<file path="src/rtl/mfm_pkg.sv">
// mfm_pkg: shared definitions for the MFM sector read path.
//   state_t     - sequencer states
//   ERR_*       - status codes reported on err with done
//   mark bytes  - A1 sync, F8 data address mark, FE/FF/FC/FD ID marks
//   CRC_*       - CRC-16-CCITT polynomial and preset value
//   crc16_byte  - one byte-wide, MSB-first CRC update
package mfm_pkg;

    typedef enum logic [3:0] {
        ST_IDLE,
        ST_WAIT_ID,
        ST_ID_MARK,
        ST_ID_FIELDS,
        ST_ID_CHECK,
        ST_WAIT_DAM,
        ST_DAM_MARK,
        ST_DATA,
        ST_DATA_CRC,
        ST_DATA_CHECK,
        ST_FINISH
    } state_t;

    localparam logic [2:0] ERR_OK        = 3'd0;
    localparam logic [2:0] ERR_NOT_FOUND = 3'd1;
    localparam logic [2:0] ERR_ID_CRC    = 3'd2;
    localparam logic [2:0] ERR_NO_DAM    = 3'd3;
    localparam logic [2:0] ERR_DATA_CRC  = 3'd4;
    localparam logic [2:0] ERR_ABORTED   = 3'd5;

    localparam logic [7:0] SYNC_A1 = 8'hA1;
    localparam logic [7:0] DAM_F8  = 8'hF8;
    localparam logic [7:0] IDAM_FE = 8'hFE;  // cyl[9:8] = 0
    localparam logic [7:0] IDAM_FF = 8'hFF;  // cyl[9:8] = 1
    localparam logic [7:0] IDAM_FC = 8'hFC;  // cyl[9:8] = 2
    localparam logic [7:0] IDAM_FD = 8'hFD;  // cyl[9:8] = 3

    localparam logic [15:0] CRC_POLY = 16'h1021;
    localparam logic [15:0] CRC_INIT = 16'hFFFF;

    function automatic logic [15:0] crc16_byte(input logic [15:0] crc_in,
                                               input logic [7:0]  din);
        logic [15:0] c;
        logic [7:0]  d;
        logic        fb;
        c = crc_in;
        d = din;
        for (int unsigned i = 0; i < 8; i++) begin
            fb = c[15] ^ d[7];
            c  = {c[14:0], 1'b0};
            if (fb) c = c ^ CRC_POLY;
            d  = {d[6:0], 1'b0};
        end
        return c;
    endfunction

endpackage

</file>
<file path="src/rtl/mfm_crc16.sv">
// mfm_crc16: registered byte-wide CRC-16-CCITT (poly 0x1021, MSB first).
//   clk_50  - clock
//   reset   - synchronous active-low reset, clears crc to 0
//   preset  - restart from 0xFFFF; with en the din byte is absorbed
//             on top of the preset in the same cycle
//   en      - absorb din this cycle
//   din     - byte to absorb
//   crc     - current CRC register
module mfm_crc16
    import mfm_pkg::*;
(
    input  logic        clk_50,
    input  logic        reset,
    input  logic        preset,
    input  logic        en,
    input  logic [7:0]  din,
    output logic [15:0] crc
);

    always_ff @(posedge clk_50) begin
        if (!reset) begin
            crc <= '0;
        end else if (en) begin
            crc <= crc16_byte(preset ? CRC_INIT : crc, din);
        end else if (preset) begin
            crc <= CRC_INIT;
        end
    end

endmodule

</file>
<file path="src/rtl/mfm_sector_sequencer.sv">
// mfm_sector_sequencer: reads one sector from the decoded MFM byte stream.
// Hunts ID fields after each A1 sync, matches them against the commanded
// cylinder/head/sector, checks the ID CRC, then writes the data field
// payload into an external sector RAM and checks the data CRC.
//   clk_50, reset          - clock, synchronous active-low reset
//   sync                   - A1 address-mark sync pulse
//   byte_in, byte_valid    - decoded byte stream
//   cmd_start, cmd_abort   - host command pulses
//   cmd_cyl/head/sector    - read target, sampled with cmd_start
//   busy, done, err        - command status (err valid with done, held)
//   wr_en, wr_addr, wr_data- sector RAM write port
module mfm_sector_sequencer
    import mfm_pkg::*;
#(
    parameter int SECTOR_BYTES = 512,
    parameter int MAX_ID_TRIES = 64,
    parameter int DAM_WINDOW   = 64
) (
    input  logic                            clk_50,
    input  logic                            reset,
    input  logic                            sync,
    input  logic [7:0]                      byte_in,
    input  logic                            byte_valid,
    input  logic                            cmd_start,
    input  logic                            cmd_abort,
    input  logic [9:0]                      cmd_cyl,
    input  logic [2:0]                      cmd_head,
    input  logic [7:0]                      cmd_sector,
    output logic                            busy,
    output logic                            done,
    output logic [2:0]                      err,
    output logic                            wr_en,
    output logic [$clog2(SECTOR_BYTES)-1:0] wr_addr,
    output logic [7:0]                      wr_data
);

    localparam int AW = $clog2(SECTOR_BYTES);
    localparam int TW = $clog2(MAX_ID_TRIES + 1);
    localparam int WW = $clog2(DAM_WINDOW + 1);

    state_t          state;
    logic [9:0]      tgt_cyl;
    logic [2:0]      tgt_head;
    logic [7:0]      tgt_sector;
    logic [9:0]      id_cyl;
    logic [2:0]      id_head;
    logic [7:0]      id_sector;
    logic [2:0]      fld_cnt;
    logic [TW-1:0]   tries;
    logic [WW-1:0]   win_cnt;
    logic [AW-1:0]   byte_cnt;

    logic [15:0]     crc;
    logic            crc_en;
    logic [7:0]      crc_din;
    logic            id_match;
    logic [TW-1:0]   tries_inc;
    logic [WW-1:0]   win_inc;

    // A sync both presets the CRC and feeds it the A1 byte; a byte arriving
    // on the same cycle as a sync is dropped.
    always_comb begin
        crc_en    = sync | byte_valid;
        crc_din   = sync ? SYNC_A1 : byte_in;
        id_match  = (id_cyl == tgt_cyl) && (id_head == tgt_head) &&
                    (id_sector == tgt_sector);
        tries_inc = tries + 1'b1;
        win_inc   = win_cnt + 1'b1;
    end

    mfm_crc16 u_crc (
        .clk_50 (clk_50),
        .reset  (reset),
        .preset (sync),
        .en     (crc_en),
        .din    (crc_din),
        .crc    (crc)
    );

    always_ff @(posedge clk_50) begin
        if (!reset) begin
            state      <= ST_IDLE;
            busy       <= 1'b0;
            done       <= 1'b0;
            err        <= ERR_OK;
            wr_en      <= 1'b0;
            wr_addr    <= '0;
            wr_data    <= '0;
            tgt_cyl    <= '0;
            tgt_head   <= '0;
            tgt_sector <= '0;
            id_cyl     <= '0;
            id_head    <= '0;
            id_sector  <= '0;
            fld_cnt    <= '0;
            tries      <= '0;
            win_cnt    <= '0;
            byte_cnt   <= '0;
        end else begin
            done  <= 1'b0;
            wr_en <= 1'b0;
            // Address advances after each write, so it always shows the
            // index of the next payload byte and wraps after the last one.
            if (wr_en) wr_addr <= wr_addr + 1'b1;

            if (busy && cmd_abort) begin
                state <= ST_FINISH;
                err   <= ERR_ABORTED;
                done  <= 1'b1;
                busy  <= 1'b0;
            end else begin
                case (state)
                    ST_IDLE: begin
                        if (cmd_start) begin
                            tgt_cyl    <= cmd_cyl;
                            tgt_head   <= cmd_head;
                            tgt_sector <= cmd_sector;
                            err        <= ERR_OK;
                            tries      <= '0;
                            busy       <= 1'b1;
                            state      <= ST_WAIT_ID;
                        end
                    end

                    ST_WAIT_ID: begin
                        if (sync) state <= ST_ID_MARK;
                    end

                    ST_ID_MARK: begin
                        if (byte_valid && !sync) begin
                            fld_cnt <= '0;
                            state   <= ST_ID_FIELDS;
                            case (byte_in)
                                IDAM_FE: id_cyl[9:8] <= 2'd0;
                                IDAM_FF: id_cyl[9:8] <= 2'd1;
                                IDAM_FC: id_cyl[9:8] <= 2'd2;
                                IDAM_FD: id_cyl[9:8] <= 2'd3;
                                default: state <= ST_WAIT_ID;
                            endcase
                        end
                    end

                    ST_ID_FIELDS: begin
                        if (sync) begin
                            state <= ST_ID_MARK;
                        end else if (byte_valid) begin
                            case (fld_cnt)
                                3'd0:    id_cyl[7:0] <= byte_in;
                                3'd1:    id_head     <= byte_in[2:0];
                                3'd2:    id_sector   <= byte_in;
                                default: ;
                            endcase
                            if (fld_cnt == 3'd4) begin
                                fld_cnt <= '0;
                                state   <= ST_ID_CHECK;
                            end else begin
                                fld_cnt <= fld_cnt + 1'b1;
                            end
                        end
                    end

                    // CRC register now holds the residue of the whole ID
                    // field. Bytes cannot follow the CRC this closely, but a
                    // sync is still honoured so it is not lost.
                    ST_ID_CHECK: begin
                        tries <= tries_inc;
                        if (id_match) begin
                            if (crc == 16'h0000) begin
                                win_cnt <= '0;
                                state   <= sync ? ST_DAM_MARK : ST_WAIT_DAM;
                            end else begin
                                err   <= ERR_ID_CRC;
                                done  <= 1'b1;
                                busy  <= 1'b0;
                                state <= ST_FINISH;
                            end
                        end else if (tries_inc == TW'(MAX_ID_TRIES)) begin
                            err   <= ERR_NOT_FOUND;
                            done  <= 1'b1;
                            busy  <= 1'b0;
                            state <= ST_FINISH;
                        end else begin
                            state <= sync ? ST_ID_MARK : ST_WAIT_ID;
                        end
                    end

                    ST_WAIT_DAM: begin
                        if (sync) begin
                            state <= ST_DAM_MARK;
                        end else if (byte_valid) begin
                            win_cnt <= win_inc;
                            if (win_inc == WW'(DAM_WINDOW)) begin
                                err   <= ERR_NO_DAM;
                                done  <= 1'b1;
                                busy  <= 1'b0;
                                state <= ST_FINISH;
                            end
                        end
                    end

                    ST_DAM_MARK: begin
                        if (byte_valid && !sync) begin
                            if (byte_in == DAM_F8) begin
                                wr_addr  <= '0;
                                byte_cnt <= '0;
                                state    <= ST_DATA;
                            end else begin
                                err   <= ERR_NO_DAM;
                                done  <= 1'b1;
                                busy  <= 1'b0;
                                state <= ST_FINISH;
                            end
                        end
                    end

                    ST_DATA: begin
                        if (sync) begin
                            state <= ST_ID_MARK;
                        end else if (byte_valid) begin
                            wr_en    <= 1'b1;
                            wr_data  <= byte_in;
                            byte_cnt <= byte_cnt + 1'b1;
                            if (byte_cnt == '1) begin
                                fld_cnt <= '0;
                                state   <= ST_DATA_CRC;
                            end
                        end
                    end

                    ST_DATA_CRC: begin
                        if (sync) begin
                            state <= ST_ID_MARK;
                        end else if (byte_valid) begin
                            if (fld_cnt == 3'd1) begin
                                fld_cnt <= '0;
                                state   <= ST_DATA_CHECK;
                            end else begin
                                fld_cnt <= 3'd1;
                            end
                        end
                    end

                    ST_DATA_CHECK: begin
                        err   <= (crc == 16'h0000) ? ERR_OK : ERR_DATA_CRC;
                        done  <= 1'b1;
                        busy  <= 1'b0;
                        state <= ST_FINISH;
                    end

                    ST_FINISH: begin
                        state <= ST_IDLE;
                    end

                    default: begin
                        busy  <= 1'b0;
                        state <= ST_IDLE;
                    end
                endcase
            end
        end
    end

endmodule

</file>
<file path="config.mk">
export PLATFORM = sky130hd
export DESIGN_NAME = mfm_sector_sequencer
export DESIGN_NICKNAME = d
export VERILOG_FILES = /design/src/rtl/mfm_pkg.sv /design/src/rtl/mfm_crc16.sv /design/src/rtl/mfm_sector_sequencer.sv
export SDC_FILE = /design/constraint.sdc
export NUM_CORES = 1
export LEC_CHECK = 0
export ABC_AREA = 1
export CORE_MARGIN = 5
export CORE_UTILIZATION = 30
export CTS_BUF_LIST = sky130_fd_sc_hd__clkbuf_4 sky130_fd_sc_hd__clkbuf_8 sky130_fd_sc_hd__clkbuf_16
export DETAILED_ROUTE_END_ITERATION = 16
export PLACE_DENSITY = 0.46
export REMOVE_ABC_BUFFERS = 1
export SLEW_MARGIN = 40
export SYNTH_ARGS = -nofsm -noshare
export SYNTH_HDL_FRONTEND = slang
export SYNTH_HIERARCHICAL = 1
export SYNTH_SLANG_ARGS = --single-unit
</file>
<file path="constraint.sdc">
create_clock -name clk_50 -period 4.8 [get_ports clk_50]
set_clock_uncertainty 0.1 [all_clocks]
set_input_delay 0.96 -clock clk_50 [delete_from_list [all_inputs] [get_ports clk_50]]
set_output_delay 0.96 -clock clk_50 [all_outputs]
set_load 0.005 [all_outputs]
</file>
Figure 1. Logic cells by family.
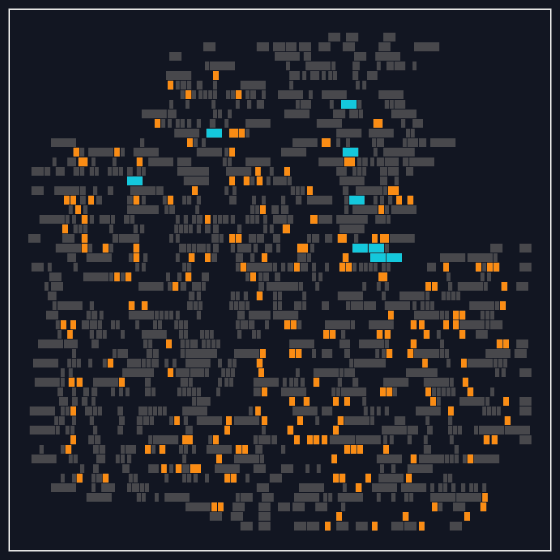
| family | colour | cells | most used |
|---|---|---|---|
| inverting AOI/OAI gates | orange | 181 | a21oi_1 |
| adder and majority cells | cyan | 9 | ha_1 |

Figure 2. Clock wiring as the flow saved it.
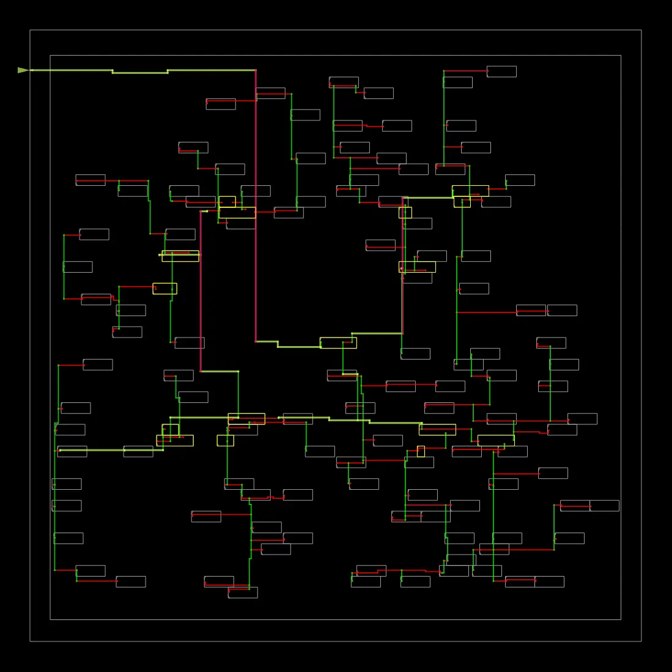
cts bufs inserted: 9
clk pwr: 0.769 mW
Worst-Skew Late Latency: 370 ps
clkbuf count: 9
TritonCTS Sinks: 111

Figure 3. Clock wires, drivers and flops.
Scale bar: 50 µm.
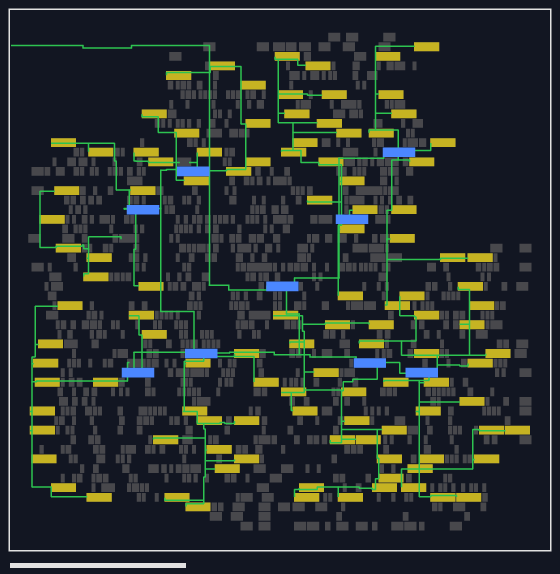
[cells driving clock nets] blue | count: 9
[flip-flops] yellow | count: 111
[clock wires] green | length: 1620 µm
routed clock nets: 10
Clk pwr share: 27.1%

==> results.sh <==
# source this file to load flow results
export IMPL_rsz0062_at_grt="false"
export IMPL_ys_top_cells_by_area="dfxtp_1, nand2_1, a21oi_1"
export IMPL_netlist_logic_family_top="simple AND/OR/NAND/NOR gates"
export IMPL_chip_area_um2=23500
export IMPL_synth_top_cell_by_count="nand2_1"
export IMPL_antenna_cells=0
export IMPL_reg2reg_from="id_cyl[5]"
export IMPL_setup_tns_ps=0
export IMPL_path_clk_slew_ps=90
export IMPL_clock_path_buffers=2
export IMPL_synthToLayoutAreaGrowth_pct=18.1
export IMPL_cts_root_buf="clkbuf_16"
export IMPL_grt_use_total_pct=14.1
export IMPL_cp_arrival_ps=2960
export IMPL_place_congestion=0.860
export IMPL_yosys_area_um2=6150
export IMPL_cts_tree="built"
export IMPL_finalPower_mw=2.84
export IMPL_htree_levels=3
export IMPL_edf_count=0
export IMPL_status="finished, final reports clean"
export IMPL_ys_async_sr_fraction_pct=0
export IMPL_fp_util_pct=30.4
export IMPL_rrSetupSlack_ps=2480
export IMPL_critical_path_class="input port to flip-flop"
export IMPL_top_area_cell="dfxtp_1"
export IMPL_muxShareOfSynthArea_pct=0.163
export IMPL_layout_nets=1030
export IMPL_power_static_leakage_nw=3.12
export IMPL_grt_overflow=0
export IMPL_worstHoldPathType="flip-flop to flip-flop"
export IMPL_cp_end_kind="flip-flop"
export IMPL_post_cts_buffers=0
export IMPL_ir_drop_v=0.000175
export IMPL_routed_via_density=4.57
export IMPL_synth_cell_types=45
export IMPL_yosys_cells=937
export IMPL_routedWlPerCell_um=13.2
export IMPL_flop_cell="dfxtp_1"
export IMPL_drt_iter0_drc=247
export IMPL_worst_pin_slew_ps=618
export IMPL_core_region_area_um2=20200
export IMPL_top_cell_area_share_pct=36.1
export IMPL_intPower_mw=1.74
export IMPL_sw_frac_of_total_pct=38.7
export IMPL_dp_hpwl_mm=12.3
export IMPL_routed_wl_mm=16.6
export IMPL_ys_ff=111
export IMPL_die_w_um=153
export IMPL_ys_seq_share_pct=36.1
export IMPL_grt_first_pass_wirelength_mm=27.2
export IMPL_syn_cell_area_um2=6150
export IMPL_yosys_area_share_adder_pct=1.83
-- cells by family (layout without fill, tap and decap cells) --
kind of cell               count (synthesis)  in the layout
and+or+nand+nor                          458            458
AOI/OAI and AO/OA                        183            183
buffers and inverters                    156            210
DFF                                      111            111
xor gates and xnor gates                  19             19
adders and majority gates                  9              9
muxes                                      1              1
-- cell type report --
type	instances	area, µm²
fill	2216	13000
multi-input combinational	670	3310
sequential	111	2220
timing repair buffer	62	603
inverter	132	500
tap	270	338
clock buffer	9	225
clock inverter	7	75.1
-- power groups by stage --
stage	Clock (mW)	Sequential, mW	Combinational, mW
floorplan	0	1.13	0.672
finish	0.769	1.13	0.942
global route	0.836	1.14	1.08
CTS	0.799	1.13	0.952
detailed placement	0	1.15	0.946
global placement	0	1.15	0.950
-- layout by cell type (no fill, tap or decap), types with 3 or more instances in the layout --
| cell | count |
|---|---|
| ha_1 | 9 |
| nor2_4 | 7 |
| clkbuf_16 | 9 |
| nor3b_1 | 3 |
| dfxtp_1 | 111 |
| a211oi_1 | 4 |
| clkdlybuf4s50_1 | 56 |
| inv_1 | 115 |
| xor2_1 | 12 |
| o21ai_0 | 67 |
| buf_4 | 5 |
| o21ai_1 | 7 |
| nand2_1 | 212 |
| nand2_2 | 17 |
| inv_2 | 12 |
| nor2_2 | 9 |
| nand4_1 | 10 |
| nand3b_1 | 5 |
| nor3_1 | 9 |
| inv_8 | 4 |
| xnor2_1 | 7 |
| nor2_1 | 120 |
| a21oi_1 | 93 |
| nand3_1 | 54 |
| clkinv_1 | 3 |
-- critical path, cell delays in order --
cell             delay (ps)
clkdlybuf4s50_1         470
inv_2                   170
nand2_1                 230
nor2_1                  230
inv_2                    80
nor2_2                  150
nand3_2                 290
o21ai_0                 320
a21oi_1                  60
-- flip-flops by register name (all words and copies together) (netlist names), 3 cells and up --
name and flops:
wr_addr 9, u_crc/crc 16, tgt_cyl 10, tgt_head 3, id_cyl 10, byte_cnt 9, id_head 3, state 4
wr_data 8, fld_cnt 3, tries 7, err 3, id_sector 8, tgt_sector 8, win_cnt 7
-- per-layer routing --
layer / vias up / GRT usage (%) / wire (µm)
met5: - / 0 / 0
met4: 0 / 3.90 / 210
met3: 12 / 2.77 / 494
met2: 77 / 21.8 / 7310
met1: 2578 / 20.0 / 8630
li1: 3096 / - / -
-- final timing paths --
check	endpoint	depth (start not counted)
hold / removal	id_sector[1]	2
setup / recovery	id_cyl[5]	9
hold reg to reg	id_sector[1]	2
setup reg to reg	win_cnt[5]	11
-- metrics by stage --
stage               instances  setup WS [ps]
finish                   1261           1990
global route             1261           1790
CTS                      1261           2000
detailed placement       1245           1600
global placement         1245           1550
floorplan                 913           2540
Power and IR drop assume default switching activity.
